## config.mk

```make
export PLATFORM = sky130hd
export DESIGN_NAME = float_multiplier_pipelined
export DESIGN_NICKNAME = d
export VERILOG_FILES = /design/src/rtl/float_multiplier_pipelined.sv
export SDC_FILE = /design/constraint.sdc
export NUM_CORES = 1
export LEC_CHECK = 0
export CAP_MARGIN = 20
export CORE_MARGIN = 2
export CORE_UTILIZATION = 60
export CTS_BUF_LIST = sky130_fd_sc_hd__clkbuf_4 sky130_fd_sc_hd__clkbuf_8
export CTS_CLUSTER_SIZE = 16
export DETAILED_ROUTE_END_ITERATION = 10
export PLACE_DENSITY = 0.84
export SLEW_MARGIN = 15
export SYNTH_ARGS = -nofsm -noshare
export SYNTH_HDL_FRONTEND = slang
export SYNTH_SLANG_ARGS = --single-unit
```

## constraint.sdc

```tcl
create_clock -name clock -period 5.35 [get_ports clock]
set_clock_uncertainty 0.1 [all_clocks]
set_input_delay 1.07 -clock clock [delete_from_list [all_inputs] [get_ports clock]]
set_output_delay 1.07 -clock clock [all_outputs]
set_load 0.01 [all_outputs]
```

## src/rtl/float_multiplier_pipelined.sv

```systemverilog
`default_nettype none
// ============================================================================
// Module   : float_multiplier_pipelined
// Purpose  : Parametrised floating-point multiplier {sign, EXP_W exp, MAN_W man}
//            with a three-register pipeline (classify -> multiply ->
//            normalise/round/pack) and valid/ready handshakes on both sides.
//            Subnormal inputs are flushed to zero; no subnormal outputs.
// Revision : 1.0  initial release
// ----------------------------------------------------------------------------
// Ports
//   clock      in   single clock, rising edge
//   reset      in   synchronous, active-high; drops all in-flight results
//   in_valid   in   operand pair valid
//   in_ready   out  operands accepted this cycle when in_valid is high
//   a, b       in   operands {sign, exp, man}
//   out_valid  out  result valid
//   out_ready  in   downstream accepts result
//   y          out  product
//   flags      out  {invalid, overflow, underflow, inexact}, aligned with y
// ============================================================================
module float_multiplier_pipelined #(
  parameter int EXP_W    = 8,
  parameter int MAN_W    = 7,
  parameter int BIAS     = 127,
  parameter int SAT_MODE = 0
) (
  input  logic                   clock,
  input  logic                   reset,
  input  logic                   in_valid,
  output logic                   in_ready,
  input  logic [EXP_W+MAN_W:0]   a,
  input  logic [EXP_W+MAN_W:0]   b,
  output logic                   out_valid,
  input  logic                   out_ready,
  output logic [EXP_W+MAN_W:0]   y,
  output logic [3:0]             flags
);

  localparam int W   = 1 + EXP_W + MAN_W;
  localparam int MW1 = MAN_W + 1;          // mantissa with hidden bit
  localparam int PW  = 2 * MAN_W + 2;      // full product width
  localparam int EW2 = EXP_W + 2;          // signed working exponent width

  localparam logic signed [EW2-1:0] BIAS_E   = EW2'(BIAS);
  localparam logic signed [EW2-1:0] EMAX_E   = EW2'((1 << EXP_W) - 1);
  localparam logic [EXP_W-1:0]      EXP_ONES = {EXP_W{1'b1}};
  localparam logic [EXP_W-1:0]      EXP_MAXF = EXP_ONES - 1'b1;
  localparam logic [MAN_W-1:0]      MAN_ONES = {MAN_W{1'b1}};
  localparam logic [MAN_W-1:0]      MAN_QNAN = {1'b1, {(MAN_W-1){1'b0}}};

  typedef enum logic [1:0] {
    KIND_NUM  = 2'd0,
    KIND_NAN  = 2'd1,
    KIND_INF  = 2'd2,
    KIND_ZERO = 2'd3
  } kind_t;

  // ---------------------------------------------------------------- state
  logic                  s1_valid_q, s1_valid_d;
  logic                  s1_sign_q,  s1_sign_d;
  logic signed [EW2-1:0] s1_exp_q,   s1_exp_d;
  logic [MW1-1:0]        s1_man_a_q, s1_man_a_d;
  logic [MW1-1:0]        s1_man_b_q, s1_man_b_d;
  kind_t                 s1_kind_q,  s1_kind_d;

  logic                  s2_valid_q, s2_valid_d;
  logic                  s2_sign_q,  s2_sign_d;
  logic signed [EW2-1:0] s2_exp_q,   s2_exp_d;
  logic [PW-1:0]         s2_prod_q,  s2_prod_d;
  kind_t                 s2_kind_q,  s2_kind_d;

  logic                  out_valid_q, out_valid_d;
  logic [W-1:0]          y_q,         y_d;
  logic [3:0]            flags_q,     flags_d;

  // Whole pipeline moves as one: bubbles shift like data, nothing compacts.
  logic adv;
  assign adv       = !out_valid_q || out_ready;
  assign in_ready  = adv;
  assign out_valid = out_valid_q;
  assign y         = y_q;
  assign flags     = flags_q;

  // ------------------------------------------------------ stage 1: classify
  logic [EXP_W-1:0]      a_exp, b_exp;
  logic [MAN_W-1:0]      a_man, b_man;
  logic                  a_zero, a_inf, a_nan, b_zero, b_inf, b_nan;
  logic signed [EW2-1:0] exp_sum;
  kind_t                 in_kind;

  assign a_exp  = a[W-2:MAN_W];
  assign b_exp  = b[W-2:MAN_W];
  assign a_man  = a[MAN_W-1:0];
  assign b_man  = b[MAN_W-1:0];
  assign a_zero = (a_exp == '0);
  assign b_zero = (b_exp == '0);
  assign a_inf  = (a_exp == EXP_ONES) && (a_man == '0);
  assign b_inf  = (b_exp == EXP_ONES) && (b_man == '0);
  assign a_nan  = (a_exp == EXP_ONES) && (a_man != '0);
  assign b_nan  = (b_exp == EXP_ONES) && (b_man != '0);

  assign exp_sum = $signed({2'b00, a_exp}) + $signed({2'b00, b_exp}) - BIAS_E;

  // Special classes in priority order; the arithmetic path is only used
  // for KIND_NUM but is still computed so the datapath stays uniform.
  always_comb begin
    in_kind = KIND_NUM;
    if (a_nan || b_nan || (a_inf && b_zero) || (a_zero && b_inf)) begin
      in_kind = KIND_NAN;
    end else if (a_inf || b_inf) begin
      in_kind = KIND_INF;
    end else if (a_zero || b_zero) begin
      in_kind = KIND_ZERO;
    end
  end

  // ------------------------------------------- stage 3: normalise and round
  logic [W-2:0] ovf_mag;

  generate
    if (SAT_MODE != 0) begin : g_sat
      assign ovf_mag = {EXP_MAXF, MAN_ONES};
    end else begin : g_inf
      assign ovf_mag = {EXP_ONES, {MAN_W{1'b0}}};
    end
  endgenerate

  logic [PW-2:0]         norm;
  logic                  rnd_g, rnd_r, rnd_s, rnd_lsb, rnd_up;
  logic [MW1-1:0]        man_rnd;
  logic                  man_carry;
  logic [MAN_W-1:0]      man_fin;
  logic signed [EW2-1:0] exp_fin;
  logic [W-1:0]          s3_y;
  logic [3:0]            s3_flags;

  always_comb begin
    // Product is in [1,4): a set MSB means it is >= 2 and the exponent
    // gains one; otherwise drop the leading zero by shifting left.
    norm      = s2_prod_q[PW-1] ? s2_prod_q[PW-2:0] : {s2_prod_q[PW-3:0], 1'b0};
    rnd_lsb   = norm[MAN_W+1];
    rnd_g     = norm[MAN_W];
    rnd_r     = norm[MAN_W-1];
    rnd_s     = |norm[MAN_W-2:0];
    rnd_up    = rnd_g && (rnd_r || rnd_s || rnd_lsb);
    man_rnd   = {1'b0, norm[PW-2:MAN_W+1]} + MW1'(rnd_up);
    man_carry = man_rnd[MAN_W];
    man_fin   = man_carry ? '0 : man_rnd[MAN_W-1:0];
    exp_fin   = s2_exp_q + EW2'(s2_prod_q[PW-1]) + EW2'(man_carry);

    s3_y     = '0;
    s3_flags = '0;
    case (s2_kind_q)
      KIND_NAN: begin
        s3_y     = {1'b0, EXP_ONES, MAN_QNAN};
        s3_flags = 4'b1000;
      end
      KIND_INF:  s3_y = {s2_sign_q, EXP_ONES, {MAN_W{1'b0}}};
      KIND_ZERO: s3_y = {s2_sign_q, {(W-1){1'b0}}};
      default: begin
        if (exp_fin >= EMAX_E) begin
          s3_y     = {s2_sign_q, ovf_mag};
          s3_flags = 4'b0101;
        end else if (exp_fin[EW2-1] || (exp_fin == '0)) begin
          s3_y     = {s2_sign_q, {(W-1){1'b0}}};
          s3_flags = 4'b0011;
        end else begin
          s3_y     = {s2_sign_q, exp_fin[EXP_W-1:0], man_fin};
          s3_flags = {3'b000, rnd_g || rnd_r || rnd_s};
        end
      end
    endcase
  end

  // ----------------------------------------------------- next-state logic
  always_comb begin
    s1_valid_d  = s1_valid_q;
    s1_sign_d   = s1_sign_q;
    s1_exp_d    = s1_exp_q;
    s1_man_a_d  = s1_man_a_q;
    s1_man_b_d  = s1_man_b_q;
    s1_kind_d   = s1_kind_q;
    s2_valid_d  = s2_valid_q;
    s2_sign_d   = s2_sign_q;
    s2_exp_d    = s2_exp_q;
    s2_prod_d   = s2_prod_q;
    s2_kind_d   = s2_kind_q;
    out_valid_d = out_valid_q;
    y_d         = y_q;
    flags_d     = flags_q;

    if (adv) begin
      s1_valid_d  = in_valid;
      s2_valid_d  = s1_valid_q;
      out_valid_d = s2_valid_q;
      // Payload registers only load behind a valid beat.
      if (in_valid) begin
        s1_sign_d  = a[W-1] ^ b[W-1];
        s1_exp_d   = exp_sum;
        s1_man_a_d = {1'b1, a_man};
        s1_man_b_d = {1'b1, b_man};
        s1_kind_d  = in_kind;
      end
      if (s1_valid_q) begin
        s2_sign_d = s1_sign_q;
        s2_exp_d  = s1_exp_q;
        s2_prod_d = PW'(s1_man_a_q) * PW'(s1_man_b_q);
        s2_kind_d = s1_kind_q;
      end
      if (s2_valid_q) begin
        y_d     = s3_y;
        flags_d = s3_flags;
      end
    end
  end

  // ------------------------------------------------------------ registers
  always_ff @(posedge clock) begin
    if (reset) begin
      s1_valid_q  <= 1'b0;
      s1_sign_q   <= 1'b0;
      s1_exp_q    <= '0;
      s1_man_a_q  <= '0;
      s1_man_b_q  <= '0;
      s1_kind_q   <= KIND_NUM;
      s2_valid_q  <= 1'b0;
      s2_sign_q   <= 1'b0;
      s2_exp_q    <= '0;
      s2_prod_q   <= '0;
      s2_kind_q   <= KIND_NUM;
      out_valid_q <= 1'b0;
      y_q         <= '0;
      flags_q     <= '0;
    end else begin
      s1_valid_q  <= s1_valid_d;
      s1_sign_q   <= s1_sign_d;
      s1_exp_q    <= s1_exp_d;
      s1_man_a_q  <= s1_man_a_d;
      s1_man_b_q  <= s1_man_b_d;
      s1_kind_q   <= s1_kind_d;
      s2_valid_q  <= s2_valid_d;
      s2_sign_q   <= s2_sign_d;
      s2_exp_q    <= s2_exp_d;
      s2_prod_q   <= s2_prod_d;
      s2_kind_q   <= s2_kind_d;
      out_valid_q <= out_valid_d;
      y_q         <= y_d;
      flags_q     <= flags_d;
    end
  end

endmodule
`default_nettype wire

```

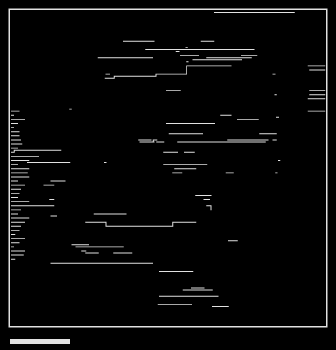
run_1/m3.png
The bar under the picture is 20 um long.
main direction: horizontal
longest straight run: 35.9 um

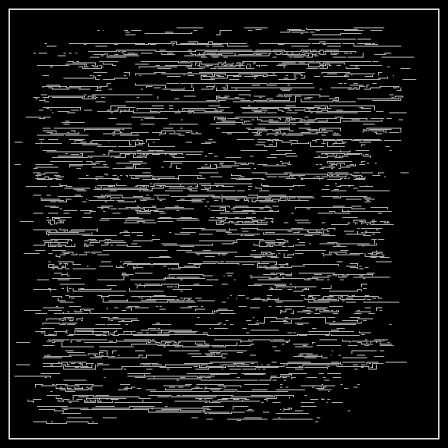
run_1/m1.png
main direction: horizontal
nets with wire on the layer: 838
wire length on this layer: 6180 um
share of all routed wire: 44%
longest straight run: 30.4 um
overall routed net length: 14000 um
met1 routing resource usage after global routing: 33.7%
total vias in the final route: 5367

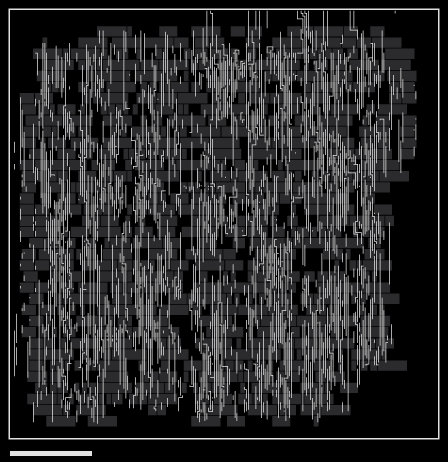
run_1/m2.png
The bar under the picture is 20 um long.
longest straight run: 40.8 um
wire length on this layer: 6860 um
nets with wire on the layer: 781

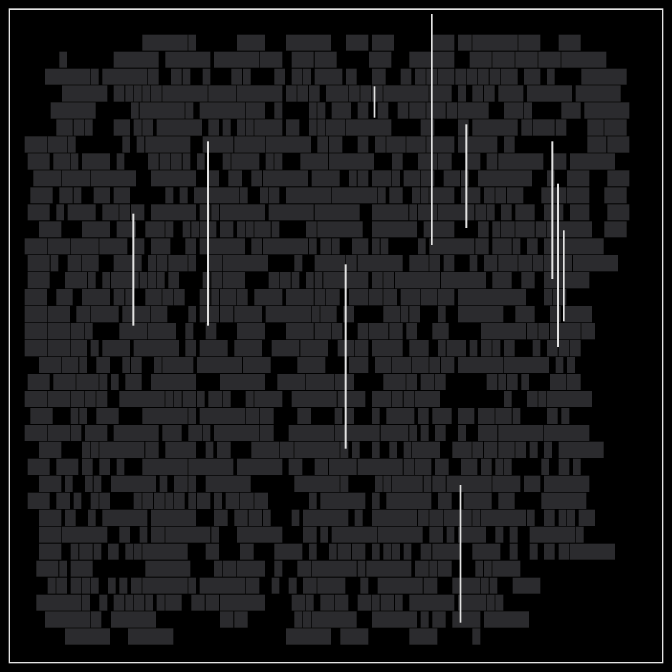
run_1/m4.png
wire length on this layer: 218 um
longest straight run: 36.7 um

==> PnR_summary.wiki, run 1 <==
== Metrics ==
{| class="wikitable"
! Metric !! Value
|-
| Result of the run || finished, final reports clean
|-
| PD cells || approximately 200 nW/um2
|-
| Cell-by-cell listing of the critical path || and2_1, fa_1, fa_1, fa_1, inv_1, fa_1, inv_1, ha_1, a2111oi_0, a21oi_1, o21ai_0, o21ai_0, xnor2_1, a211oi_1
|-
| Starting DRC count in detailed routing || 321
|-
| Number of fillers in the final layout || 802
|-
| Nonclk inv count || 66
|-
| Number of endpoints failing setup at the final stage || 0
|-
| Cell with the most instances on the worst path || sky130_fd_sc_hd__fa_1
|-
| Crit path max-delay cell type || sky130_fd_sc_hd__dfxtp_1
|-
| Insertion delay to the later sink of the worst-skew pair || approximately 0.36 ns
|-
| Most frequent cells in the layout || 115 x sky130_fd_sc_hd__nand2_1, 82 x sky130_fd_sc_hd__a21oi_1, 80 x sky130_fd_sc_hd__dfxtp_1
|-
| Detailed-route DRC error count || 0
|-
| Clock transition at path regs || ~0.090 ns
|-
| Number of global-route vias before repair || 5290
|-
| Fraction of registers with async set/reset || 0%
|-
| Clock buffer cells || 9
|-
| Count of inserted tapcells || 133
|-
| Yosys stat chip area || 6060 um2
|-
| Post-detailed-placement cell area || approximately 6700 um2
|-
| Height of the chip || 105 um
|-
| Row count || 36
|-
| ANT cells || 0
|-
| Final sequential cell count || 80
|-
| Critical path arrival || 4.93 ns
|-
| Final Max Tran Viols || 0
|-
| Sink Count || ~80
|-
| Startpoint types || flip-flop
|-
| Syn_nets || just under 900
|-
| Crit path DRT || 5.52 ns
|-
| Tally of buffers added on design ports || 57
|-
| Syn Std Cell Area || 6060 um2
|-
| WHS || 0.355 ns
|-
| Pre-CTS setup slack || 0.597 ns
|-
| Final Hold Violation Tally || 0
|-
| Post-route cell area || 6920 um2
|-
| Final setup slack of the worst path || 0.590 ns
|-
| Time the final worst path needs with I/O delays and setup || approximately 4.8 ns
|}
-- run 1: sequential cells by signal (all words and copies together), names as in the netlist --
| signal | count |
|---|---|
| flags | 4 |
| out_valid | 1 |
| s1_exp_q | 10 |
| s1_kind_q | 2 |
| s1_man_a_q | 8 |
| s1_man_b_q | 7 |
| s1_sign_q | 1 |
| s1_valid_q | 1 |
| s2_exp_q | 10 |
| s2_kind_q | 2 |
| s2_prod_q | 16 |
| s2_sign_q | 1 |
| s2_valid_q | 1 |
| y | 16 |
-- run 1: kinds of logic (layout without fill, tap and decap cells) --
group                      Yosys count  after routing  synth area share (%)
xor gates and xnor gates            21             21                  3.16
muxes                                1              1                 0.165
and+or+nand+nor                    276            276                  22.9
adders and majority gates           96             96                  24.5
AOI/OAI and AO/OA                  167            167                  17.1
buffers and inverters               92            142                  5.70
DFF                                 80             80                  26.4
-- run 1: synth_stat cells, types with 2 or more instances --
cell and n:
sky130_fd_sc_hd__ha_1 58, sky130_fd_sc_hd__fa_1 38, sky130_fd_sc_hd__o31ai_1 2, sky130_fd_sc_hd__a2111oi_0 4
sky130_fd_sc_hd__xor2_1 7, sky130_fd_sc_hd__or4_1 8, sky130_fd_sc_hd__a21o_1 7, sky130_fd_sc_hd__a31oi_1 6
sky130_fd_sc_hd__nor2b_1 6, sky130_fd_sc_hd__inv_1 66, sky130_fd_sc_hd__nand2_1 115, sky130_fd_sc_hd__nor4_1 5
sky130_fd_sc_hd__nand3_1 16, sky130_fd_sc_hd__a22o_1 2, sky130_fd_sc_hd__a211o_1 2, sky130_fd_sc_hd__dfxtp_1 80
sky130_fd_sc_hd__nor3b_1 2, sky130_fd_sc_hd__clkbuf_1 26, sky130_fd_sc_hd__o21bai_1 3, sky130_fd_sc_hd__and2_1 50
sky130_fd_sc_hd__nor3_1 11, sky130_fd_sc_hd__o21a_1 3, sky130_fd_sc_hd__a22oi_1 3, sky130_fd_sc_hd__and3_1 5
sky130_fd_sc_hd__a311oi_1 4, sky130_fd_sc_hd__o21ai_0 21, sky130_fd_sc_hd__a211oi_1 9, sky130_fd_sc_hd__nand2b_1 3
sky130_fd_sc_hd__xnor2_1 13, sky130_fd_sc_hd__nand4_1 9, sky130_fd_sc_hd__nor2_1 35, sky130_fd_sc_hd__o211ai_1 2
sky130_fd_sc_hd__a32o_1 3, sky130_fd_sc_hd__a21oi_1 82
-- run 1: power breakdown --
part / internal [uW] / switching [uW] / leakage, uW
sequential: 622 / 37.0 / 0.000652
combinational: 118 / 147 / 0.00223
clock: 220 / 238 / 0.0000966
total: 960 / 422 / 0.00298
-- run 1: final timing paths --
kind	cells after the start	endpoint	startpoint	slack (ns)
setup / recovery	14	s2_prod_q[15]	s1_man_a_q[7]	0.59
hold / removal	2	s1_exp_q[4]	s1_exp_q[4]	0.35
setup reg to reg	14	s2_prod_q[15]	s1_man_a_q[7]	0.59
hold reg to reg	2	s1_exp_q[4]	s1_exp_q[4]	0.35
-- run 1: layer usage --
layer / vias to the layer above / routed length, um
met5: - / 0
met4: 0 / 217
met3: 21 / 717
met2: 159 / 6860
met1: 2586 / 6180
li1: 2601 / -
## Run 2: what changed since run 1
SKIP_LAST_GASP = 1   (was unset)
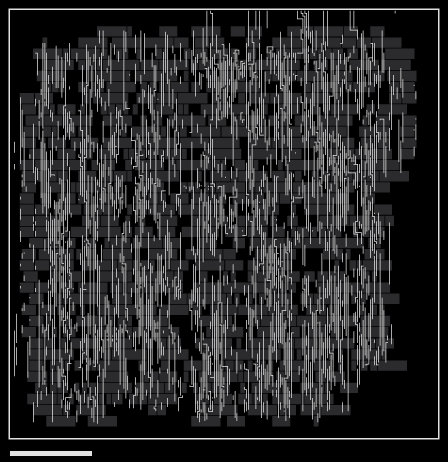
run_2/m2.png
The bar under the picture is 20 um long.
longest straight run: 40.8 um
nets with wire on the layer: 781
wire length on this layer: 6860 um
main direction: vertical
share of all routed wire: 49%

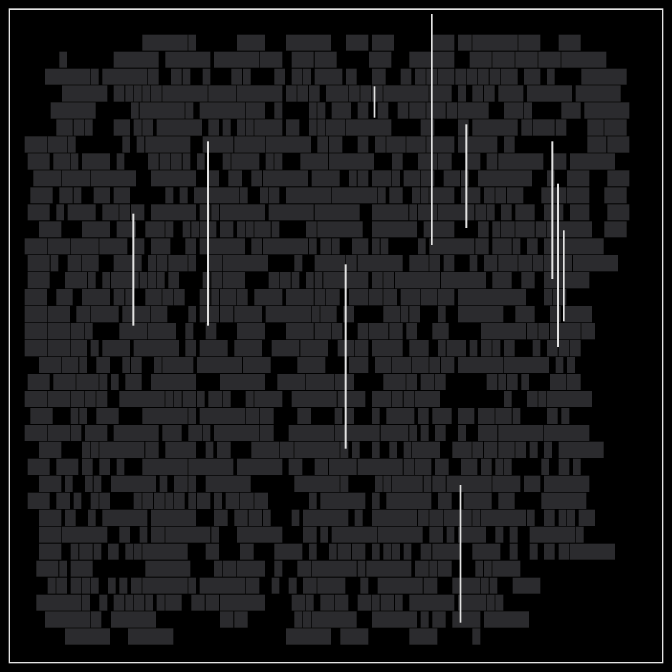
run_2/m4.png
share of all routed wire: 1.6%
longest straight run: 36.7 um
main direction: vertical
nets with wire on the layer: 9
wire length on this layer: 218 um

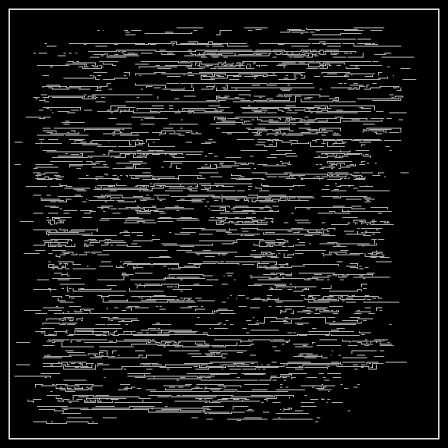
run_2/m1.png
longest straight run: 30.4 um
main direction: horizontal

==> run 2 against run 1 <==
Against the previous run:
- sequential share of layout area is the same
- routed wire length unchanged
- count of clock-buffer cells in the layout is the same
- total power stayed put
- synthesized cell count did not move
- via count did not move
- fmax stayed put
- design area is the same
- die size did not move
==> PnR_summary.wiki, run 2 <==
== Metrics ==
{| class="wikitable"
! Metric !! Value
|-
| Result of the run || finished, final reports clean
|-
| Dominant register cell || sky130_fd_sc_hd__dfxtp_1
|-
| Tally of buffers added on design ports || 57 (unchanged)
|-
| Layout cell share with drive strength beyond 1 || 4.21%
|-
| Number of fillers in the final layout || 802 (unchanged)
|-
| Most frequent logic cell in the layout || sky130_fd_sc_hd__nand2_1
|-
| Final Hold Violation Tally || 0 (unchanged)
|-
| Maximum number of pins on one net before global-route repair || 42
|-
| Reg2reg start || s1_man_a_q[7]
|-
| Count of unique library cells instantiated by Yosys || ~60
|-
| Total negative slack for setup checks || 0 ns
|-
| ANT cells || 0 (unchanged)
|-
| Time the final worst path needs with I/O delays and setup || 4.76 ns (unchanged)
|-
| Startpoint types || flip-flop
|-
| Total vias in the final route || 5367 (unchanged)
|-
| Area of the multi-input gates || 4120 um2
|-
| Syn_nets || 865 (unchanged)
|-
| First-pass detailed-route iteration total || 5
|-
| PD cells || 200 nW/um2 (unchanged)
|-
| Overall routed net length || 14000 um (unchanged)
|-
| Number of OpenROAD warnings || 30
|-
| Max stage delay on crit path || around 0.65 ns
|-
| Crit path max-delay cell type || sky130_fd_sc_hd__dfxtp_1
|-
| Proportion of synthesized chip area in sequential cells || 26.4%
|-
| Critical path arrival || 4.93 ns (about the same)
|-
| Synthesized area per cell || 8.27 um2
|-
| Post-DRT Antenna Nets || 0
|-
| CP startpoint || s1_man_a_q[7]
|-
| Clock tree buffer depth || 2
|-
| Crit Path Max Fanout || 16
|-
| Final Max Tran Viols || 0 (unchanged)
|-
| Starting DRC count in detailed routing || 321 (unchanged)
|-
| Top cell type by total area after synthesis || sky130_fd_sc_hd__dfxtp_1
|-
| Fraction of registers with async set/reset || 0% (unchanged)
|-
| Slew margin rel. || 30.5%
|-
| Insertion delay to the later sink of the worst-skew pair || 0.36 ns (about the same)
|-
| Area of the die || ~11000 um2
|-
| Crit path DRT || 5.52 ns (about the same)
|-
| Cell-by-cell listing of the critical path || and2_1, fa_1, fa_1, fa_1, inv_1, fa_1, inv_1, ha_1, a2111oi_0, a21oi_1, o21ai_0, o21ai_0, xnor2_1, a211oi_1
|-
| Height of the chip || 105 um (unchanged)
|-
| Flip-flop and latch count after synthesis || ~80
|-
| Most frequent cell after synthesis || sky130_fd_sc_hd__nand2_1
|-
| Clock tree root driver cell || sky130_fd_sc_hd__clkbuf_8
|-
| Largest vdd supply drop || 0.117 mV
|-
| Clock transition at path regs || 0.09 ns (about the same)
|-
| Sequential Area || 1600 um2
|-
| Syn Std Cell Area || 6060 um2 (unchanged)
|-
| Init Core Util || 62.0%
|-
| Number of endpoints failing setup at the final stage || 0 (unchanged)
|-
| Sink Count || 80 (unchanged)
|-
| GRT Util Overall || 26.4%
|-
| Critical hold path startpoint || s1_exp_q[4]
|-
| Detailed-route DRC error count || 0 (unchanged)
|-
| Inserted Clock Buffers || 9
|-
| Post-CTS Setup Inserts || 0
|-
| Final clock period utilization by the worst path || 89.0%
|-
| Top cells by count || 115 x sky130_fd_sc_hd__nand2_1, 82 x sky130_fd_sc_hd__a21oi_1, 80 x sky130_fd_sc_hd__dfxtp_1, 66 x sky130_fd_sc_hd__inv_1, 58 x sky130_fd_sc_hd__ha_1
|-
| Row count || 36 (unchanged)
|-
| Total Nets Final || roughly 910
|-
| Most frequent cells in the layout || 115 x sky130_fd_sc_hd__nand2_1, 82 x sky130_fd_sc_hd__a21oi_1, 80 x sky130_fd_sc_hd__dfxtp_1
|-
| CTS Hold Buffers Added || 0
|-
| Number of global-route vias before repair || 5290 (unchanged)
|-
| Cell with the most instances on the worst path || sky130_fd_sc_hd__fa_1
|-
| WS Path Type || reg2reg
|-
| Yosys stat chip area || 6060 um2 (unchanged)
|}
[run 2: final timing paths]
path / cells past startpoint / slack (ns) / endpoint
max reg2reg: 14 / 0.59 / s2_prod_q[15]
min reg2reg: 2 / 0.35 / s1_exp_q[4]
max: 14 / 0.59 / s2_prod_q[15]
min: 2 / 0.35 / s1_exp_q[4]
[run 2: final cells by class]
| cell class | instances | share of cell area [%] |
|---|---|---|
| Clock inverter | 7 | 1.10 |
| Timing Repair Buffer | 60 | 8.50 |
| Tap cell | 133 | 2.41 |
| Multi-Input combinational cell | 561 | 59.5 |
| Clock buffer | 9 | 1.79 |
| Inverter | 66 | 3.58 |
| Sequential cell | 80 | 23.1 |
[run 2: cell families after synthesis]
family | Yosys count | share of synthesized area (%)
fa+ha+maj | 96 | 24.5
compound gates | 167 | 17.1
xor+xnor | 21 | 3.16
mux | 1 | 0.165
flops | 80 | 26.4
simple gates | 276 | 22.9
buf+inv | 92 | 5.70
[run 2: worst register-to-register path, delay by kind of cell (launching register included)]
kind,cells,cell delay [ns]
fa+ha+maj,5,2.38
compound gates,5,1.07
flops,1,0.65
simple gates,1,0.23
xor+xnor,1,0.15
buf+inv,2,0.09
[run 2: through the flow]
| stage | instances | total power (uW) | instance area (um2) | setup slack, ns | hold WS [ns] |
|---|---|---|---|---|---|
| after floorplan | 733 | 842 | 6060 | 0.888 | 0.327 |
| after global placement | 900 | 923 | 6720 | 0.787 | 0.336 |
| after detailed placement | 900 | 935 | 6720 | 0.597 | 0.342 |
| after CTS | 916 | 1390 | 6920 | 0.576 | 0.354 |
| after global routing | 916 | 1460 | 6920 | 0.285 | 0.366 |
| final | 916 | 1380 | 6920 | 0.590 | 0.355 |
[run 2: power breakdown]
group | total (uW) | internal, uW | switching [uW]
logic | 265 | 118 | 147
clock network | 457 | 220 | 238
registers | 659 | 622 | 37.0
total | 1380 | 960 | 422
[run 2: layer usage]
layer	track usage [%]	up-vias	routed length [um]
met3	4.45	21	717
met5	0	-	0
met4	7.92	0	217
met1	33.7	2586	6180
met2	45.6	159	6860
li1	-	2601	-
Power and IR drop assume default switching activity.
